### Metal 4

Supply wires on this layer in gray. Cells faint in the background.
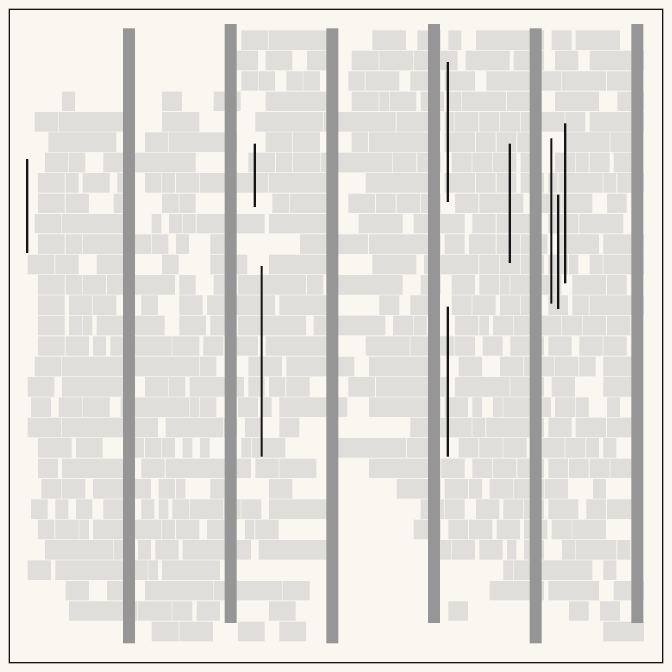
### Sizing map

The bar under the picture is 20 µm long.
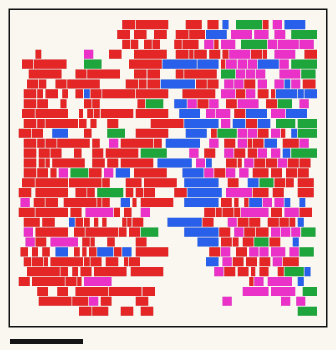
### Cell placement

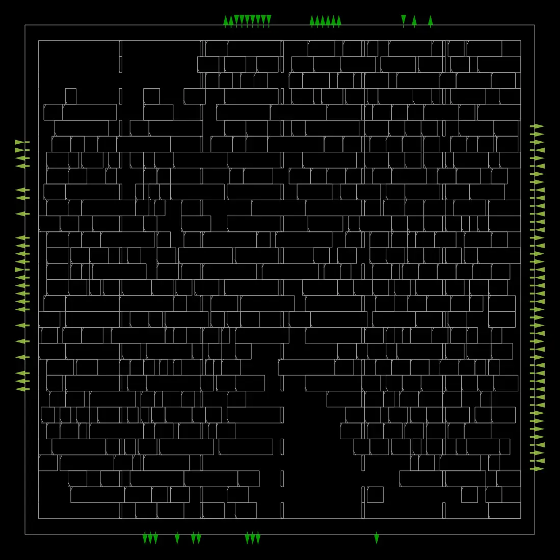
File: src/rtl/hazard_track_pkg.sv
// Shared pipeline-tag types, forwarding select codes and Tnew ageing helper.
// Pure declarations: no latency, no flow control.
package pipe_pkg;

    localparam int ADDR_W = 5;
    localparam int TNEW_W = 2;
    localparam int NSTAGE = 3;

    localparam logic [1:0] FWD_GRF = 2'd0;
    localparam logic [1:0] FWD_E   = 2'd1;
    localparam logic [1:0] FWD_M   = 2'd2;
    localparam logic [1:0] FWD_W   = 2'd3;

    typedef struct packed {
        logic [ADDR_W-1:0] addr;
        logic [TNEW_W-1:0] tnew;
    } stage_tag_t;

    function automatic logic [TNEW_W-1:0] sat_dec(input logic [TNEW_W-1:0] x);
        return (x == '0) ? '0 : x - TNEW_W'(1);
    endfunction

    // Stage list index 0 is E (youngest), 1 is M, 2 is W.
    function automatic logic [1:0] stage_code(input int idx);
        case (idx)
            0:       return FWD_E;
            1:       return FWD_M;
            default: return FWD_W;
        endcase
    endfunction

endpackage

File: src/rtl/hazard_track_fwd_sel.sv
// Forwarding select for one source operand: youngest enabled matching stage wins.
// Combinational, 0-cycle latency; no flow control.
module fwd_sel
    import pipe_pkg::*;
(
    input  logic [ADDR_W-1:0]             src_i,
    input  stage_tag_t [NSTAGE-1:0]       tags_i,
    input  logic [NSTAGE-1:0]             en_i,
    output logic [1:0]                    sel_o
);

    logic hit;

    // A younger match that is not ready yet shadows older stages and yields GRF.
    always_comb begin
        sel_o = FWD_GRF;
        hit   = 1'b0;
        for (int i = 0; i < NSTAGE; i++) begin
            if (!hit && en_i[i] && (src_i != '0) && (src_i == tags_i[i].addr)) begin
                hit   = 1'b1;
                sel_o = (tags_i[i].tnew == '0) ? stage_code(i) : FWD_GRF;
            end
        end
    end

endmodule

File: src/rtl/hazard_track.sv
// E/M/W write-tag pipeline with Tnew ageing, forwarding selects and stall counter.
// Tags advance every edge (E takes a bubble on stall); selects are 0-cycle combinational.
module hazard_track
    import pipe_pkg::*;
#(
    parameter int CNT_W = 32
) (
    input  logic              clk,
    input  logic              reset,
    input  logic              stall,
    input  logic [ADDR_W-1:0] reg_addr_D,
    input  logic [TNEW_W-1:0] Tnew_D,
    input  logic [ADDR_W-1:0] rs_D,
    input  logic [ADDR_W-1:0] rt_D,
    input  logic [ADDR_W-1:0] rs_E,
    input  logic [ADDR_W-1:0] rt_E,
    input  logic [ADDR_W-1:0] rt_M,
    output logic [ADDR_W-1:0] reg_addr_E,
    output logic [ADDR_W-1:0] reg_addr_M,
    output logic [ADDR_W-1:0] reg_addr_W,
    output logic [TNEW_W-1:0] Tnew_E,
    output logic [TNEW_W-1:0] Tnew_M,
    output logic [1:0]        fwd_rs_D,
    output logic [1:0]        fwd_rt_D,
    output logic [1:0]        fwd_rs_E,
    output logic [1:0]        fwd_rt_E,
    output logic              fwd_rt_M,
    output logic [CNT_W-1:0]  stall_cnt
);

    stage_tag_t              tag_e_q, tag_e_d;
    stage_tag_t              tag_m_q, tag_m_d;
    logic [ADDR_W-1:0]       addr_w_q, addr_w_d;
    logic [CNT_W-1:0]        stall_cnt_q, stall_cnt_d;
    stage_tag_t [NSTAGE-1:0] stages;
    logic [1:0]              sel_rt_m;

    always_comb begin
        tag_e_d = '0;
        if (!stall) begin
            tag_e_d.addr = reg_addr_D;
            tag_e_d.tnew = Tnew_D;
        end
        tag_m_d.addr = tag_e_q.addr;
        tag_m_d.tnew = sat_dec(tag_e_q.tnew);
        addr_w_d     = tag_m_q.addr;
        stall_cnt_d  = stall ? stall_cnt_q + CNT_W'(1) : stall_cnt_q;
    end

    always_ff @(posedge clk or negedge reset) begin
        if (!reset) begin
            tag_e_q     <= '0;
            tag_m_q     <= '0;
            addr_w_q    <= '0;
            stall_cnt_q <= '0;
        end else begin
            tag_e_q     <= tag_e_d;
            tag_m_q     <= tag_m_d;
            addr_w_q    <= addr_w_d;
            stall_cnt_q <= stall_cnt_d;
        end
    end

    // W results are always ready, so its Tnew is tied to zero.
    always_comb begin
        stages[0]      = tag_e_q;
        stages[1]      = tag_m_q;
        stages[2].addr = addr_w_q;
        stages[2].tnew = '0;
    end

    fwd_sel u_fwd_rs_d (.src_i(rs_D), .tags_i(stages), .en_i(3'b111), .sel_o(fwd_rs_D));
    fwd_sel u_fwd_rt_d (.src_i(rt_D), .tags_i(stages), .en_i(3'b111), .sel_o(fwd_rt_D));
    fwd_sel u_fwd_rs_e (.src_i(rs_E), .tags_i(stages), .en_i(3'b110), .sel_o(fwd_rs_E));
    fwd_sel u_fwd_rt_e (.src_i(rt_E), .tags_i(stages), .en_i(3'b110), .sel_o(fwd_rt_E));
    fwd_sel u_fwd_rt_m (.src_i(rt_M), .tags_i(stages), .en_i(3'b100), .sel_o(sel_rt_m));

    assign fwd_rt_M   = (sel_rt_m == FWD_W);
    assign reg_addr_E = tag_e_q.addr;
    assign Tnew_E     = tag_e_q.tnew;
    assign reg_addr_M = tag_m_q.addr;
    assign Tnew_M     = tag_m_q.tnew;
    assign reg_addr_W = addr_w_q;
    assign stall_cnt  = stall_cnt_q;

endmodule

File: config.mk
export PLATFORM = sky130hd
export DESIGN_NAME = hazard_track
export DESIGN_NICKNAME = d
export VERILOG_FILES = /design/src/rtl/hazard_track_pkg.sv /design/src/rtl/hazard_track_fwd_sel.sv /design/src/rtl/hazard_track.sv
export SDC_FILE = /design/constraint.sdc
export NUM_CORES = 1
export LEC_CHECK = 0
export CORE_MARGIN = 2
export CORE_UTILIZATION = 42
export CTS_CLUSTER_SIZE = 24
export DETAILED_ROUTE_END_ITERATION = 8
export PLACE_DENSITY = 0.77
export SYNTH_ARGS = -nofsm -noshare
export SYNTH_HDL_FRONTEND = slang
export SYNTH_SLANG_ARGS = --single-unit
File: constraint.sdc
create_clock -name clk -period 2.4 [get_ports clk]
set_input_delay 0.72 -clock clk [delete_from_list [all_inputs] [get_ports clk]]
set_output_delay 0.72 -clock clk [all_outputs]
set_load 0.05 [all_outputs]
==> run_results.csv <==
group,metric,value,unit
clock_network,cts_num_sinks,51,
floorplanning,die_height,87.0,µm
sta,relative_slew_slack,0.551,
sta,setup-violations-final,8,
critical_path,cp-startpoint,"rt_E[2]",
run_status,status,"finished with violations",
global_route,gr-usage-met3,0.0417,
power_and_ir_drop,power.clock.fraction,0.197,
power_and_ir_drop,power.largest_group,"sequential cells",
sta,finalHoldViolCount,0,
sta,setup_total_negative_slack,-2.39,ns
synth,yosys.stat.seqShare,0.441,
synth,synth_largest_type_area_fraction,0.441,
synth,simple_gate_share,0.221,
drt,routedLengthMet1,3520,µm
drt,vias_cell,5.27,
sta,finalCriticalPeriod,2.79,ns
global_route,antenna_violations_before_repair,0,
placement,placed_cell_count,485,
critical_path,worst-r2r-setup-slack,0.56,ns
synth,edf_count,0,
critical_path,cp.required,1.68,ns
sta,max_freq,358,MHz
floorplanning,design.core.area,6720,µm²
synth,top_area_cell,"sky130_fd_sc_hd__dfrtp_1",
clock_network,insertion_delay,0.31,ns
critical_path,timing.critical_path.to_type,"output port",
sta,final_critical_path_setup_slack,-0.395,ns
run_status,violations,"setup timing",
power_and_ir_drop,p_total,0.00248,W
run,openroad.warnings,29,
finish,design.final.nets,460,
synth,top_cells_by_count,"60 x sky130_fd_sc_hd__xnor2_1, 51 x sky130_fd_sc_hd__dfrtp_1, 25 x sky130_fd_sc_hd__xor2_1",
Notes on 'Metal 4' above:
share of all routed wire: 1.9%
nets with wire on the layer: 8
total via count after detailed routing: 2663
wirelength, routed: 8270 µm

Notes on 'Sizing map' above:
| color | size | cells | share |
|---|---|---|---|
| red | _0 and _1 cells | 263 | 62% |
| blue | _2 cells | 49 | 12% |
| magenta | _3 and _4 cells | 87 | 20% |
| green | _6 and larger | 26 | 6.1% |
final design instance area without fill: 4750 µm²
synthesis-to-finish area growth: 64.1%
Non-clk bufs: 152
slack of the critical path: -0.395 ns

Notes on 'Cell placement' above:
Tap Cells: 80
row count: 30
fraction of area in registers: 0.271
number of fill cells in the layout: 489

stage by stage:
step / hold slack, ns / util
after CTS: 0.358 / 0.674
after global routing: 0.369 / 0.707
final: 0.355 / 0.707
after detailed placement: 0.465 / 0.649
after floorplan: 0.424 / -
after global placement: 0.454 / 0.649
cell type report:
type / instances / area share
Clock buffer: 5 / 0.0145
Inverter: 3 / 0.00237
Sequential cell: 51 / 0.271
Multi-Input combinational cell: 211 / 0.382
Timing Repair Buffer: 152 / 0.304
Clock inverter: 3 / 0.00422
Tap cell: 80 / 0.0211
logic make-up (layout without fill, tap and decap cells):
group,after synthesis,after routing
AND/OR/NAND/NOR,105,105
flip-flops,51,51
multiplexers,1,1
adder cells (fa/ha/maj),1,1
AND-OR/OR-AND,19,19
buffers and inverters,17,163
XOR/XNOR,85,85
